## src/rtl/dvp_ctrl_pkg.sv

```systemverilog
// Shared constants for the DVP frame sequencer: FSM state codes, bus widths and
// a saturating increment used by the per-frame pixel counter.
package dvp_ctrl_pkg;

   localparam logic [1:0] ST_IDLE   = 2'd0;
   localparam logic [1:0] ST_SYNC   = 2'd1;
   localparam logic [1:0] ST_ACTIVE = 2'd2;

   localparam int PIX_W  = 16;
   localparam int ADDR_W = 12;
   localparam int CNT_W  = 16;

   function automatic logic [ADDR_W-1:0] sat_inc(input logic [ADDR_W-1:0] v);
      return (&v) ? v : v + 1'b1;
   endfunction

endpackage

```

## src/rtl/dvp_edge_det.sv

```systemverilog
// Rising-edge detector for the sensor vsync: one delay flop, edge = level & ~delayed.
module dvp_edge_det (
   input  logic pclk,
   input  logic rst_n,
   input  logic sig,
   output logic rise
);

   logic sig_d, sig_q;

   always_comb sig_d = sig;

   always_ff @(posedge pclk) begin
      if (!rst_n) sig_q <= 1'b0;
      else        sig_q <= sig_d;
   end

   assign rise = sig & ~sig_q;

endmodule

```

## src/rtl/dvp_frame_ctrl.sv

```systemverilog
// Frame-level sequencer behind the DVP capture stage: arms, drops settling frames,
// then forwards whole frames only. Optional frame decimation under FRAME_DECIM_EN.
//
// state     | meaning
// ----------+-----------------------------------------------------------
// ST_IDLE   | disarmed, waiting for cap_en or snap_req
// ST_SYNC   | armed, counting down settling frames on vsync rising edges
// ST_ACTIVE | forwarding pixels; each vsync rise closes a frame
// 3         | unused, falls back to ST_IDLE
module dvp_frame_ctrl
   import dvp_ctrl_pkg::*;
#(
   parameter int WIDTH       = 8,
   parameter int HEIGHT      = 12,
   parameter int SKIP_FRAMES = 2,
   parameter int DECIM       = 1
) (
   input  logic             pclk,
   input  logic             rst_n,
   input  logic             cap_en,
   input  logic             snap_req,
   input  logic             err_clr,
   input  logic             vsync,
   input  logic [PIX_W-1:0] datapixel,
   input  logic             datavalid,
   output logic [PIX_W-1:0] pix_data,
   output logic             pix_valid,
   output logic             frame_start,
   output logic             frame_end,
   output logic             busy,
   output logic [1:0]       state,
   output logic [CNT_W-1:0] frame_cnt,
   output logic             err_size
);

   localparam logic [ADDR_W-1:0] FRAME_PIX = ADDR_W'(WIDTH * HEIGHT);
   localparam logic [7:0]        SKIP_LOAD = 8'(SKIP_FRAMES);

   if (SKIP_FRAMES < 0 || SKIP_FRAMES > 255 || DECIM < 1 || WIDTH * HEIGHT > 4095) begin : g_param_chk
      $error("dvp_frame_ctrl: parameter out of range");
   end

   logic              vs_rise;
   logic [1:0]        state_q, state_d;
   logic [7:0]        skip_q, skip_d;
   logic              snap_q, snap_d;
   logic [ADDR_W-1:0] pixcnt_q, pixcnt_d, pix_final;
   logic [PIX_W-1:0]  pix_data_q, pix_data_d;
   logic              pix_valid_q, pix_valid_d;
   logic              frame_start_q, frame_start_d;
   logic              frame_end_q, frame_end_d;
   logic [CNT_W-1:0]  frame_cnt_q, frame_cnt_d;
   logic              err_q, err_d, err_set;
   logic              fwd, fwd_next;

   dvp_edge_det u_vs_edge (
      .pclk  (pclk),
      .rst_n (rst_n),
      .sig   (vsync),
      .rise  (vs_rise)
   );

`ifdef FRAME_DECIM_EN
   localparam logic [15:0] DECIM_LAST = 16'(DECIM - 1);

   logic [15:0] decim_q, decim_d;

   // Held at zero outside ACTIVE so the first frame after SYNC is always forwarded.
   always_comb begin
      decim_d = decim_q;
      if (state_q != ST_ACTIVE)
         decim_d = '0;
      else if (vs_rise)
         decim_d = (decim_q >= DECIM_LAST) ? '0 : decim_q + 16'd1;
   end

   always_ff @(posedge pclk) begin
      if (!rst_n) decim_q <= '0;
      else        decim_q <= decim_d;
   end

   assign fwd      = (decim_q == '0);
   assign fwd_next = (decim_d == '0);
`else
   assign fwd      = 1'b1;
   assign fwd_next = 1'b1;
`endif

   assign pix_final = (datavalid && fwd) ? sat_inc(pixcnt_q) : pixcnt_q;

   always_comb begin
      state_d       = state_q;
      skip_d        = skip_q;
      snap_d        = snap_q;
      pixcnt_d      = pixcnt_q;
      pix_valid_d   = 1'b0;
      pix_data_d    = '0;
      frame_start_d = 1'b0;
      frame_end_d   = 1'b0;
      frame_cnt_d   = frame_cnt_q;
      err_set       = 1'b0;

      case (state_q)
         ST_IDLE: begin
            snap_d = 1'b0;
            if (cap_en || snap_req) begin
               state_d = ST_SYNC;
               skip_d  = SKIP_LOAD;
               snap_d  = ~cap_en & snap_req;
            end
         end

         ST_SYNC: begin
            if (!cap_en && !snap_q) begin
               state_d = ST_IDLE;
            end else if (vs_rise) begin
               if (skip_q != 8'd0) begin
                  skip_d = skip_q - 8'd1;
               end else begin
                  state_d       = ST_ACTIVE;
                  frame_start_d = 1'b1;
                  pixcnt_d      = '0;
               end
            end
         end

         ST_ACTIVE: begin
            // A pixel coincident with the vsync rise still belongs to the closing frame.
            pix_valid_d = datavalid & fwd;
            pix_data_d  = (datavalid && fwd) ? datapixel : '0;
            pixcnt_d    = pix_final;
            if (vs_rise) begin
               pixcnt_d = '0;
               if (fwd) begin
                  frame_end_d = 1'b1;
                  frame_cnt_d = frame_cnt_q + 1'b1;
                  err_set     = (pix_final != FRAME_PIX);
               end
               if (snap_q || !cap_en) begin
                  state_d = ST_IDLE;
                  snap_d  = 1'b0;
               end else begin
                  frame_start_d = fwd_next;
               end
            end
         end

         default: state_d = ST_IDLE;
      endcase

      err_d = err_q;
      if (err_clr) err_d = 1'b0;
      if (err_set) err_d = 1'b1;
   end

   always_ff @(posedge pclk) begin
      if (!rst_n) begin
         state_q       <= ST_IDLE;
         skip_q        <= '0;
         snap_q        <= 1'b0;
         pixcnt_q      <= '0;
         pix_data_q    <= '0;
         pix_valid_q   <= 1'b0;
         frame_start_q <= 1'b0;
         frame_end_q   <= 1'b0;
         frame_cnt_q   <= '0;
         err_q         <= 1'b0;
      end else begin
         state_q       <= state_d;
         skip_q        <= skip_d;
         snap_q        <= snap_d;
         pixcnt_q      <= pixcnt_d;
         pix_data_q    <= pix_data_d;
         pix_valid_q   <= pix_valid_d;
         frame_start_q <= frame_start_d;
         frame_end_q   <= frame_end_d;
         frame_cnt_q   <= frame_cnt_d;
         err_q         <= err_d;
      end
   end

   assign pix_data    = pix_data_q;
   assign pix_valid   = pix_valid_q;
   assign frame_start = frame_start_q;
   assign frame_end   = frame_end_q;
   assign busy        = (state_q != ST_IDLE);
   assign state       = state_q;
   assign frame_cnt   = frame_cnt_q;
   assign err_size    = err_q;

endmodule

```

## config.mk

```make
export PLATFORM = sky130hd
export DESIGN_NAME = dvp_frame_ctrl
export DESIGN_NICKNAME = d
export VERILOG_FILES = /design/src/rtl/dvp_ctrl_pkg.sv /design/src/rtl/dvp_edge_det.sv /design/src/rtl/dvp_frame_ctrl.sv
export SDC_FILE = /design/constraint.sdc
export NUM_CORES = 1
export LEC_CHECK = 0
export CAP_MARGIN = 10
export CORE_ASPECT_RATIO = 1.1
export CORE_MARGIN = 4
export CORE_UTILIZATION = 40
export CTS_CLUSTER_DIAMETER = 50
export CTS_CLUSTER_SIZE = 24
export DETAILED_ROUTE_END_ITERATION = 12
export HOLD_SLACK_MARGIN = 0.1
export PLACE_DENSITY = 0.76
export SLEW_MARGIN = 5
export SYNTH_ARGS = -nofsm -noshare
export SYNTH_HDL_FRONTEND = slang
export SYNTH_SLANG_ARGS = --single-unit
```

## constraint.sdc

```tcl
create_clock -name pclk -period 3.4 [get_ports pclk]
set_clock_uncertainty 0.2 [all_clocks]
set_input_delay 0.34 -clock pclk [delete_from_list [all_inputs] [get_ports pclk]]
set_output_delay 0.34 -clock pclk [all_outputs]
set_load 0.03 [all_outputs]
```

### Placement density heat map, run 1

The bar under the picture is 20 microns long. The die is cut into 9 by 10 equal tiles; dark blue is low, red is high, 0 to 100% covered.
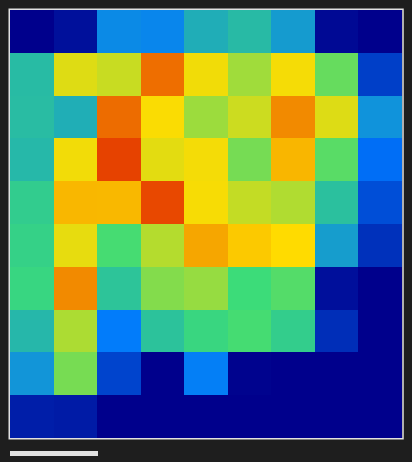
The mean over all tiles is 42%. The fullest tile reaches 93%. 13% of the tiles are over 75% full. 19% of the tiles are nearly empty. The densest ninth of the die: middle.

### Placed cells, one color a class, run 1

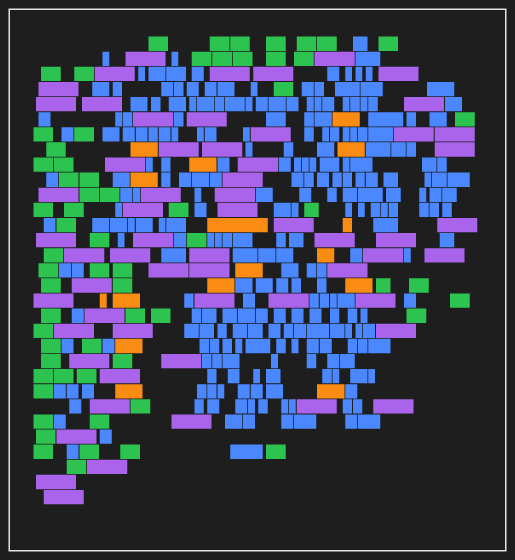
Blue is all other logic, cells 254, share of their area 44%. Purple is flip-flops, cells 60, share of their area 33%. Green is other buffers and delay cells, cells 63, share of their area 17%. Orange is clock drivers and dummy loads, cells 16, share of their area 5.8%.

==> results.cfg, run 1 <==
; synthesis and place-and-route metrics
[timing]
rsz0062_at_grt = no
fmax_mhz = 399.9
setup_slack_ns = 0.8995
worst_pin_slew_ns = 0.9544
finalHoldViolations = 0
min_period_ns = 2.500
fin_setup_tns_ns = 0
whs_ns = 0.2794

[pwr]
power_density_mw_per_mm2 = 536.7
p_clk_mw = 0.679
p_switching_mw = 0.6275
pwr-share-comb_pct = 26.9
power_mw = 2.019
p_leak_nw = 1.386
internal_power_mw = 1.392
p_comb_mw = 0.543

[route]
ant_nets = 0
dr.pass1.iters = 4

[final_layout]
fillerInstances = 644
area_growth_pct = 30.06
stdcell_area_sq_mm = 0.003762
final_nets = 418
fin_util_pct = 53.70

[yosys]
yosys.area.top_type_share_pct = 41.52
synth_area_leader_cell = dfxtp_1
synth.logic.top_family = simple AND/OR/NAND/NOR gates
synth_flop_count = 60
ys_sh_adder_pct = 3.028
ys_async_sr_fraction_pct = 0
edf_count = 0
synth_cells = 332
syn_avg_cell_area_sq_um = 8.713
synth.cell_area_sq_mm = 0.002893
yosys-top-cells-area = dfxtp_1 (42%), and2_1 (4.5%), o21ai_0 (3.5%), nor2_1 (3.4%), a21oi_1 (3.3%)
ff_type = dfxtp_1
synth_nets = 362
synth_seq_share_pct = 41.52
xor_share_pct = 4.239
ys_sh_mux_pct = 1.427
synth.distinct_cells = 53
ys_cells = 332

[worst_setup_path]
worstSetupStartpointType = flop
path_delay_family = simple AND/OR/NAND/NOR gates
reg2reg_to = frame_cnt[13]$_SDFFE_PN0P_
cp_max_fo = 8
crit_end = frame_cnt[13]$_SDFFE_PN0P_
reg2reg_setup_slack_ns = 0.90
worstPathArrival_ns = 2.52
cp-end-kind = flop
r2r_cells = 7
path_buffers = 1
path_cells = inv_1 > ha_1 > and3b_1 > nand4_1 > nor3_1 > nand3_1 > mux2i_1

[floorplanning]
die-width_microns = 89.09
ios = 62
initial_core_util_pct = 41.29
row_count = 32

[place]
hpwl_microns = 5027
dpl.cell_count = 462
place.gp.congestion = 0.8948
io_buffer_count = 61

[status]
status = completed

[clocking]
cts_tree = done
root_buffer = clkbuf_8
clk_latency_ns = 0.34
cts.sinks = 60
cts_buffers = 9

[global_routing]
grt_overflow = 0
grt_pass1_wl_microns = 12110

[hold_path]
hold_depth = 2
hp-class = reg -> reg

[run]
max-cap-violations = 0
### Routed metal per tile, run 1

The bar under the picture is 20 microns long. The die is cut into 18 by 19 equal tiles; dark blue is low, red is high, scaled to the fullest tile. Values are wire area over tile area, all layers added.
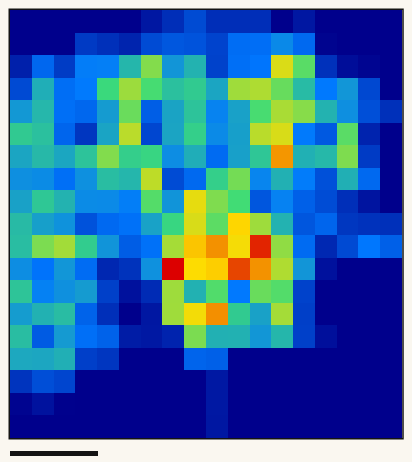
The emptiest ninth of the die: bottom right. The densest ninth of the die: middle. 29% of the tiles are nearly empty. The fullest tile reaches 0.57. 15% of the tiles are over half the peak. The mean over all tiles is 0.14.
GRT Resource Usage Total: 17.46%
WL final: 7083 microns
routed wire length per instance: 14.82 microns

run 1: routing by layer:
layer  share of wire, %  wire length, microns  GRT usage (%)  up-vias
met5                  0                     0              0        -
met4                1.4                    97          6.071        0
met3                 11                   746          9.075       15
met2                 46                  3247          25.87      100
met1                 42                  2991          21.47     1250
li1                   -                     -              -     1309
run 1: final cells by class:
class                           count  share of cell area (%)
Clock buffer                       13                   4.490
Clock inverter                      3                   1.164
Inverter                           11                   1.097
Multi-Input combinational cell    243                   41.87
Sequential cell                    60                   31.93
Tap cell                           85                   2.827
Timing Repair Buffer               63                   16.63
run 1: worst min-delay path, stage by stage (launching register included):
cell,delay [ns]
dfxtp_1,0.32
nand2_1,0.06
mux2i_1,0.06
## Run 2: what changed since run 1
==> constraint.sdc (replaced) <==
create_clock -name pclk -period 2.4 [get_ports pclk]
set_clock_uncertainty 0.2 [all_clocks]
set_input_delay 0.24 -clock pclk [delete_from_list [all_inputs] [get_ports pclk]]
set_output_delay 0.24 -clock pclk [all_outputs]
set_load 0.03 [all_outputs]
### Placed cells, one color a class, run 2

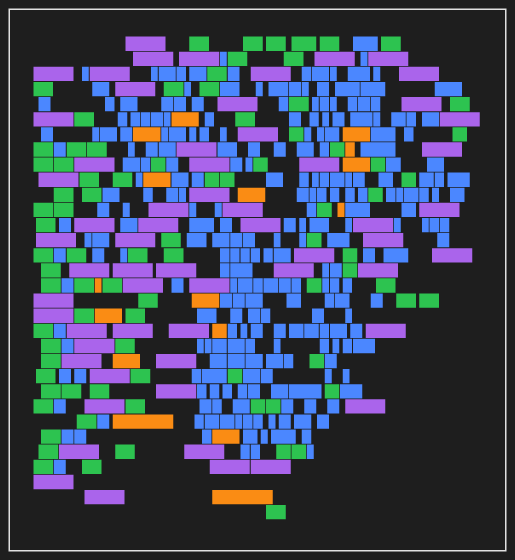
Orange is clock drivers and dummy loads, cells 16, share of their area 5.7%. Green is other buffers and delay cells, cells 83, share of their area 20%. Purple is flip-flops, cells 60, share of their area 31%. Blue is all other logic, cells 254, share of their area 42%.
FP Rows: 32
final instance area: 0.003920 sq mm
core region area: 0.007007 sq mm
Seq/total area: 30.64%
fin util: 55.95%

### Placement density heat map, run 2

The bar under the picture is 20 microns long. The die is cut into 9 by 10 equal tiles; dark blue is low, red is high, 0 to 100% covered.
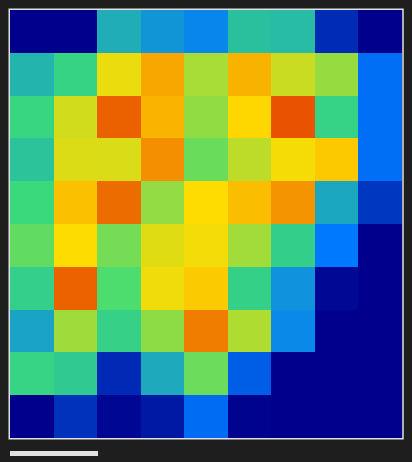
19% of the tiles are nearly empty. 17% of the tiles are over 75% full. The emptiest ninth of the die: bottom right. The fullest tile reaches 91%. The mean over all tiles is 44%.

==> run 2 against run 1 <==
Wire length decreased by 0.79%. Sequential share of layout area decreased by 1.3 points. Critical path depth increased by 1. Combinational power increased by 57%. Clock power increased by 49%. Final cell count increased by 4.2%. Non-clock buffer count increased by 20. Sequential cell count unchanged. Critical endpoint is now skip_q[3]$_SDFFE_PN0P_. Highest routed layer unchanged.
==> results.cfg, run 2 <==
; synthesis and place-and-route metrics
[pwr]
p_leak_nw = 1.493
power_mw = 2.976
power_density_mw_per_mm2 = 759.2
ir_worst_vdd_mv = 0.6585

[yosys]
yosys-top-cells-area = dfxtp_1 (42%), and2_1 (4.5%), o21ai_0 (3.5%), nor2_1 (3.4%), a21oi_1 (3.3%)
edf_count = 0
aoi_share_pct = 17.43
ys_sh_mux_pct = 1.427
yosys.area.top_type_share_pct = 41.52
ff_type = dfxtp_1
ys_async_sr_fraction_pct = 0
synth_seq_share_pct = 41.52
ys_chip_area_sq_mm = 0.002893
synth.distinct_cells = 53
synth.cell_area_sq_mm = 0.002893
ys_sh_adder_pct = 3.028
syn_avg_cell_area_sq_um = 8.713
synth.logic.top_family = simple AND/OR/NAND/NOR gates
xor_share_pct = 4.239
synth_nets = 362
ys_cells = 332
synthTopCellsByCount = dfxtp_1 (60), nor2_1 (26), and2_1 (21), o21ai_0 (20), a21oi_1 (19)
synth_flop_count = 60
synth_cells = 332
synth_area_leader_cell = dfxtp_1

[final_layout]
final_nets = 438
final_cells = 498
layout-drive-gt1-share_pct = 12.83

[global_routing]
grt_max_degree = 18
met1_usage_pct = 20.86
grt_overflow = 0
grt_pass1_wl_microns = 11650
grt_use_met2_pct = 24.62
antenna_found_initial = 0
grt_use_met3_pct = 8.227
grt_use_total_pct = 16.57
grt-busiest-layer = met2

[timing]
worst_pin_slew_ns = 0.4544
fin_setup_tns_ns = 0
finalHoldViolations = 0
fmax_mhz = 448.1
min_period_ns = 2.232
whs_ns = 0.2625
rsz0062_at_grt = no

[worst_setup_path]
worstSetupStartpointType = flop
r2r_cells = 8
crit_path_start = state[1]$_SDFFE_PN0P_
reg2reg_setup_slack_ns = 0.17
crit_end = skip_q[3]$_SDFFE_PN0P_
reg2reg_to = skip_q[3]$_SDFFE_PN0P_
worstPathArrival_ns = 2.30
cp_max_fo = 8
cp-end-kind = flop
crit_type = reg -> reg

[place]
dpl_cell_area_sq_mm = 0.003700
place.gp.congestion = 0.9445
hpwl_microns = 5164
io_buffer_count = 61
dpl.cell_count = 482

[clocking]
cts_buffers = 9
path_clk_slew_ns = 0.07
cts.sinks = 60
clockBufferDepth = 2
root_buffer = clkbuf_8
cts_tree = done
clk_latency_ns = 0.33

[route]
dr.pass1.iters = 4
route.met2.wl_microns = 3127
ant_nets = 0
drc = 0
drt_wl_total_microns = 7027
top_layer = met4
wl_met1_microns = 3021
wire_per_inst_microns = 14.11
wl_met3_microns = 788

[floorplanning]
initial_core_util_pct = 41.29
fp.dieH_microns = 97.19
die-width_microns = 89.09
ios = 62

[status]
status = completed

[hold_path]
hold_depth = 2
hp-class = in -> reg
hold-path-endpoint = pix_data[6]$_SDFF_PN0_

[run]
max-cap-violations = 0
### Drive-strength map, run 2

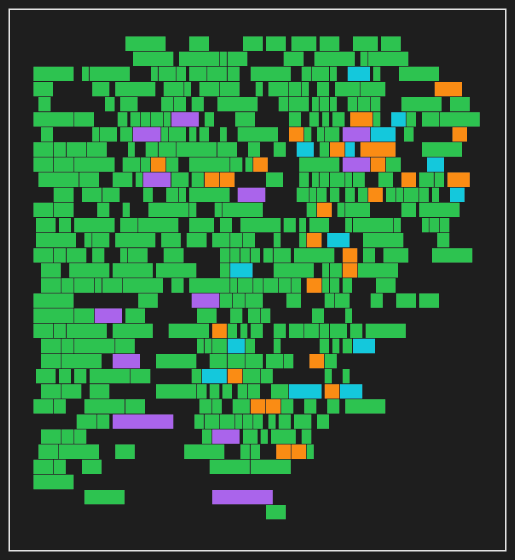
Green is drive 1 or less, cells 360. Orange is drive 3 to 4, cells 27. Cyan is drive 2, cells 14. Purple is drive 6 and up, cells 12.
slack of the critical path: 0.1684 ns
synth-to-layout area growth: 35.51%
count of non-CTS buffers in the layout: 83

==> run 2: worst max-delay path: stages (launching register included) <==
cell and delay [ns]:
dfxtp_1 0.34, inv_1 0.08, ha_1 0.33, nor2_1 0.09, a21oi_1 0.12, buf_4 0.14
nand3_4 0.09, or4_2 0.61, a21oi_1 0.15
==> run 2: where the power goes <==
part | total [mW] | internal (mW) | switching, mW
sequential | 1.12 | 1.07 | 0.0521
clock | 1.01 | 0.612 | 0.397
combinational | 0.850 | 0.412 | 0.437
==> run 2: final cells by class <==
type | instances | area [sq um]
Tap cell | 85 | 106.4
Timing Repair Buffer | 83 | 778.2
Multi-Input combinational cell | 243 | 1575
Sequential cell | 60 | 1201
Inverter | 11 | 41.29
Clock buffer | 12 | 145.1
Fill cell | 598 | 3087
Clock inverter | 4 | 72.57
## Run 3: what changed since run 2
--- a/config.mk
+++ b/config.mk
@@ -7,12 +7,12 @@
 export LEC_CHECK = 0
 export CAP_MARGIN = 10
 export CORE_ASPECT_RATIO = 1.1
-export CORE_MARGIN = 4
+export CORE_MARGIN = 8
 export CORE_UTILIZATION = 40
 export CTS_CLUSTER_DIAMETER = 50
 export CTS_CLUSTER_SIZE = 24
 export DETAILED_ROUTE_END_ITERATION = 12
-export HOLD_SLACK_MARGIN = 0.1
+export HOLD_SLACK_MARGIN = 0.06
 export PLACE_DENSITY = 0.76
 export SLEW_MARGIN = 5
 export SYNTH_ARGS = -nofsm -noshare
### Placed cells, one color a class, run 3

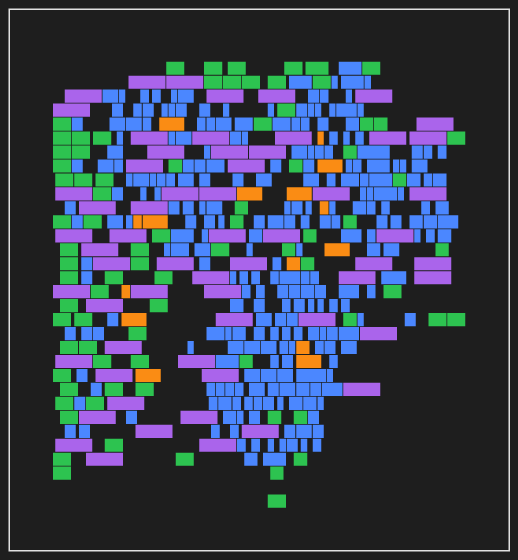
Blue is all other logic, cells 254, share of their area 43%. Green is other buffers and delay cells, cells 80, share of their area 20%. Purple is flip-flops, cells 60, share of their area 32%. Orange is clock drivers and dummy loads, cells 15, share of their area 4.2%.
Seq/total area: 31.30%
fin util: 54.77%
final instance area: 0.003837 sq mm

### Routed metal per tile, run 3

The bar under the picture is 20 microns long. The die is cut into 19 by 21 equal tiles; dark blue is low, red is high, scaled to the fullest tile. Values are wire area over tile area, all layers added.
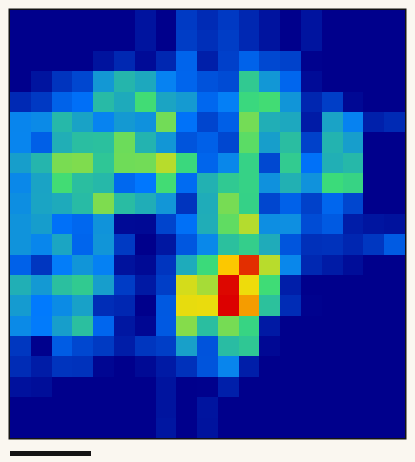
34% of the tiles are nearly empty. The densest ninth of the die: middle. The mean over all tiles is 0.12. 7.8% of the tiles are over half the peak. The fullest tile reaches 0.65.

==> run 3 against run 2 <==
Final area down 2.1%. Final cell count fell by 0.80%. Total power shrank 8.4%. Die size grew 18%. Worst hold slack improved by 0.0021 ns. Combinational power decreased by 0.9%. Count of clock-buffer cells in the layout fell by 2. Critical path type unchanged. Maximum frequency up 1.3%. First-iteration DRC count is 18% higher. Highest routed layer unchanged. Sequential cell count stayed put. Largest cell class unchanged. Wire length rose by 3.1%. Synthesized cell count stayed put.
==> results.cfg, run 3 <==
; synthesis and place-and-route metrics
[floorplanning]
ios = 62
fp.dieH_microns = 105.2
row_count = 32
dieArea_sq_mm = 0.01021
die-width_microns = 97.09
initial_core_util_pct = 41.29
core_area_sq_mm = 0.007007

[global_routing]
met1_usage_pct = 15.36
grt_use_total_pct = 14.03
grt_pass1_wl_microns = 12280
grt_use_met3_pct = 6.983
grt_overflow = 0
grt-busiest-layer = met2
antenna_found_initial = 0
grt_max_degree = 23
grt_use_met2_pct = 22.60

[timing]
relSlewSlack_pct = 54.10
setup_viol = 0
worst_pin_slew_ns = 0.6878
fmax_mhz = 454.0
min_period_ns = 2.203
fin_setup_tns_ns = 0
finalHoldViolations = 0
rsz0062_at_grt = no
drv_slew = 0
whs_ns = 0.2646
setup_slack_ns = 0.1972

[clocking]
cts_tree = done
cts_hold_buf = 0
cts_post_setup_buffers_inserted = 0
htreeDepth = 3
clk_latency_ns = 0.33
root_buffer = clkbuf_8
cts_resized = 0
cts_buffers = 9
path_clk_slew_ns = 0.07
clockBufferDepth = 2
cts.sinks = 60

[route]
dr.pass1.iters = 4
wl_met3_microns = 791
wire_per_inst_microns = 14.66
ant_nets = 0
wl_met1_microns = 3067
top_layer = met4
drt_wl_total_microns = 7242
route.met2.wl_microns = 3255
vias_per_cell = 5.486
drc = 0

[worst_setup_path]
r2r_start = skip_q[3]$_SDFFE_PN0P_
r2r_cells = 6
reg2reg_to = skip_q[5]$_SDFFE_PN0P_
reg2reg_setup_slack_ns = 0.20
path_cells = or4_4 > or4_4 > nand3_4 > buf_4 > or4_1 > a21oi_1
crit_path_start = skip_q[3]$_SDFFE_PN0P_
cp-end-kind = flop
crit_path_max_incr_delay_ns = 0.56
worstPathArrival_ns = 2.22
worstSetupStartpointType = flop
cp_slowest_cell = or4_4
crit_type = reg -> reg
crit_end = skip_q[5]$_SDFFE_PN0P_
cp_common_cell = or4_4
worstPathRequired_ns = 2.41
cp_max_fo = 7

[pwr]
top_power_group = sequential cells
p_comb_mw = 0.842
power_mw = 2.727
internal_power_mw = 1.834
p_switching_mw = 0.8925
p_leak_nw = 1.451
power_frac_clock_pct = 28.1
p_clk_mw = 0.766
ir_worst_vdd_mv = 0.6161
power_frac_seq_pct = 41.0
power_density_mw_per_mm2 = 710.6
pwr-share-comb_pct = 30.9
pg_seq_mw = 1.12
power.share.switching_pct = 32.73

[place]
dpl_cell_area_sq_mm = 0.003677
place.gp.congestion = 0.9245
hpwl_microns = 5381
place_ws_ns = 0.05503
io_buffer_count = 61
dpl.cell_count = 479

[yosys]
ys_cells = 332
ff_type = dfxtp_1
synthTopCellsByCount = dfxtp_1 (60), nor2_1 (26), and2_1 (21), o21ai_0 (20), a21oi_1 (19)
synth.logic.top_family = simple AND/OR/NAND/NOR gates
edf_count = 0
ys_chip_area_sq_mm = 0.002893
synth.cell_area_sq_mm = 0.002893
ys_sh_adder_pct = 3.028
synth_area_leader_cell = dfxtp_1
xor_share_pct = 4.239
yosys-top-cells-area = dfxtp_1 (42%), and2_1 (4.5%), o21ai_0 (3.5%), nor2_1 (3.4%), a21oi_1 (3.3%)
synth_cells = 332
yosys.area.top_type_share_pct = 41.52
synth_flop_count = 60
most_common_cell = dfxtp_1
synth_seq_share_pct = 41.52
ys_async_sr_fraction_pct = 0
ys_sh_mux_pct = 1.427
synth.distinct_cells = 53
syn_avg_cell_area_sq_um = 8.713
aoi_share_pct = 17.43
synth_nets = 362

[final_layout]
final_nets = 435
final_cell_mix = dfxtp_1 (60), clkdlybuf4s50_1 (60), nor2_1 (26), and2_1 (21), o21ai_0 (20)
layout-drive-gt1-share_pct = 12.22
area_growth_pct = 32.66
final_cells = 494

[hold_path]
holdCritStartpoint = datapixel[11]
hold_depth = 2
hold-path-endpoint = pix_data[11]$_SDFF_PN0_
hp-class = in -> reg

[run]
max-cap-violations = 0
log.warning_count = 29

[status]
status = completed
### Placement density heat map, run 3

The bar under the picture is 20 microns long. The die is cut into 10 by 11 equal tiles; dark blue is low, red is high, 0 to 100% covered.
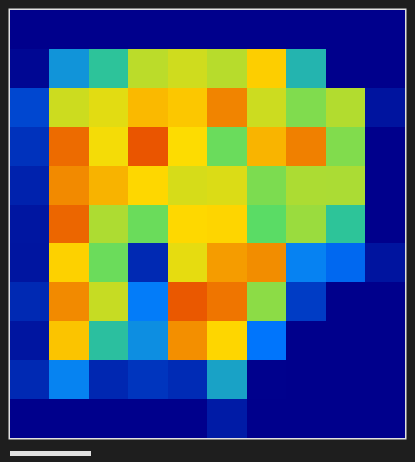
31% of the tiles are nearly empty. The fullest tile reaches 90%. 21% of the tiles are over 75% full.

==> run 3: critical path: cells and delay by family, from the launching register on <==
family          cells  cell delay (ns)
simple gates        4             1.33
flops               1             0.35
buf+inv             1             0.14
compound gates      1             0.06
==> run 3: kinds of logic (layout without fill, tap and decap cells) <==
kind of cell	count (synthesis)	after routing
flops	60	60
mux	4	4
compound gates	76	76
simple gates	142	142
buf+inv	29	106
xor+xnor	14	14
fa+ha+maj	7	7
==> run 3: final cells by class <==
cell class	count	area, sq um
inverter	11	41.29
multi-input combinational	243	1575
fill	638	3169
clock buffer	10	127.6
clock inverter	5	30.03
tap	85	106.4
timing repair buffer	80	755.7
sequential	60	1201
Power is estimated from default activity; no workload was simulated.
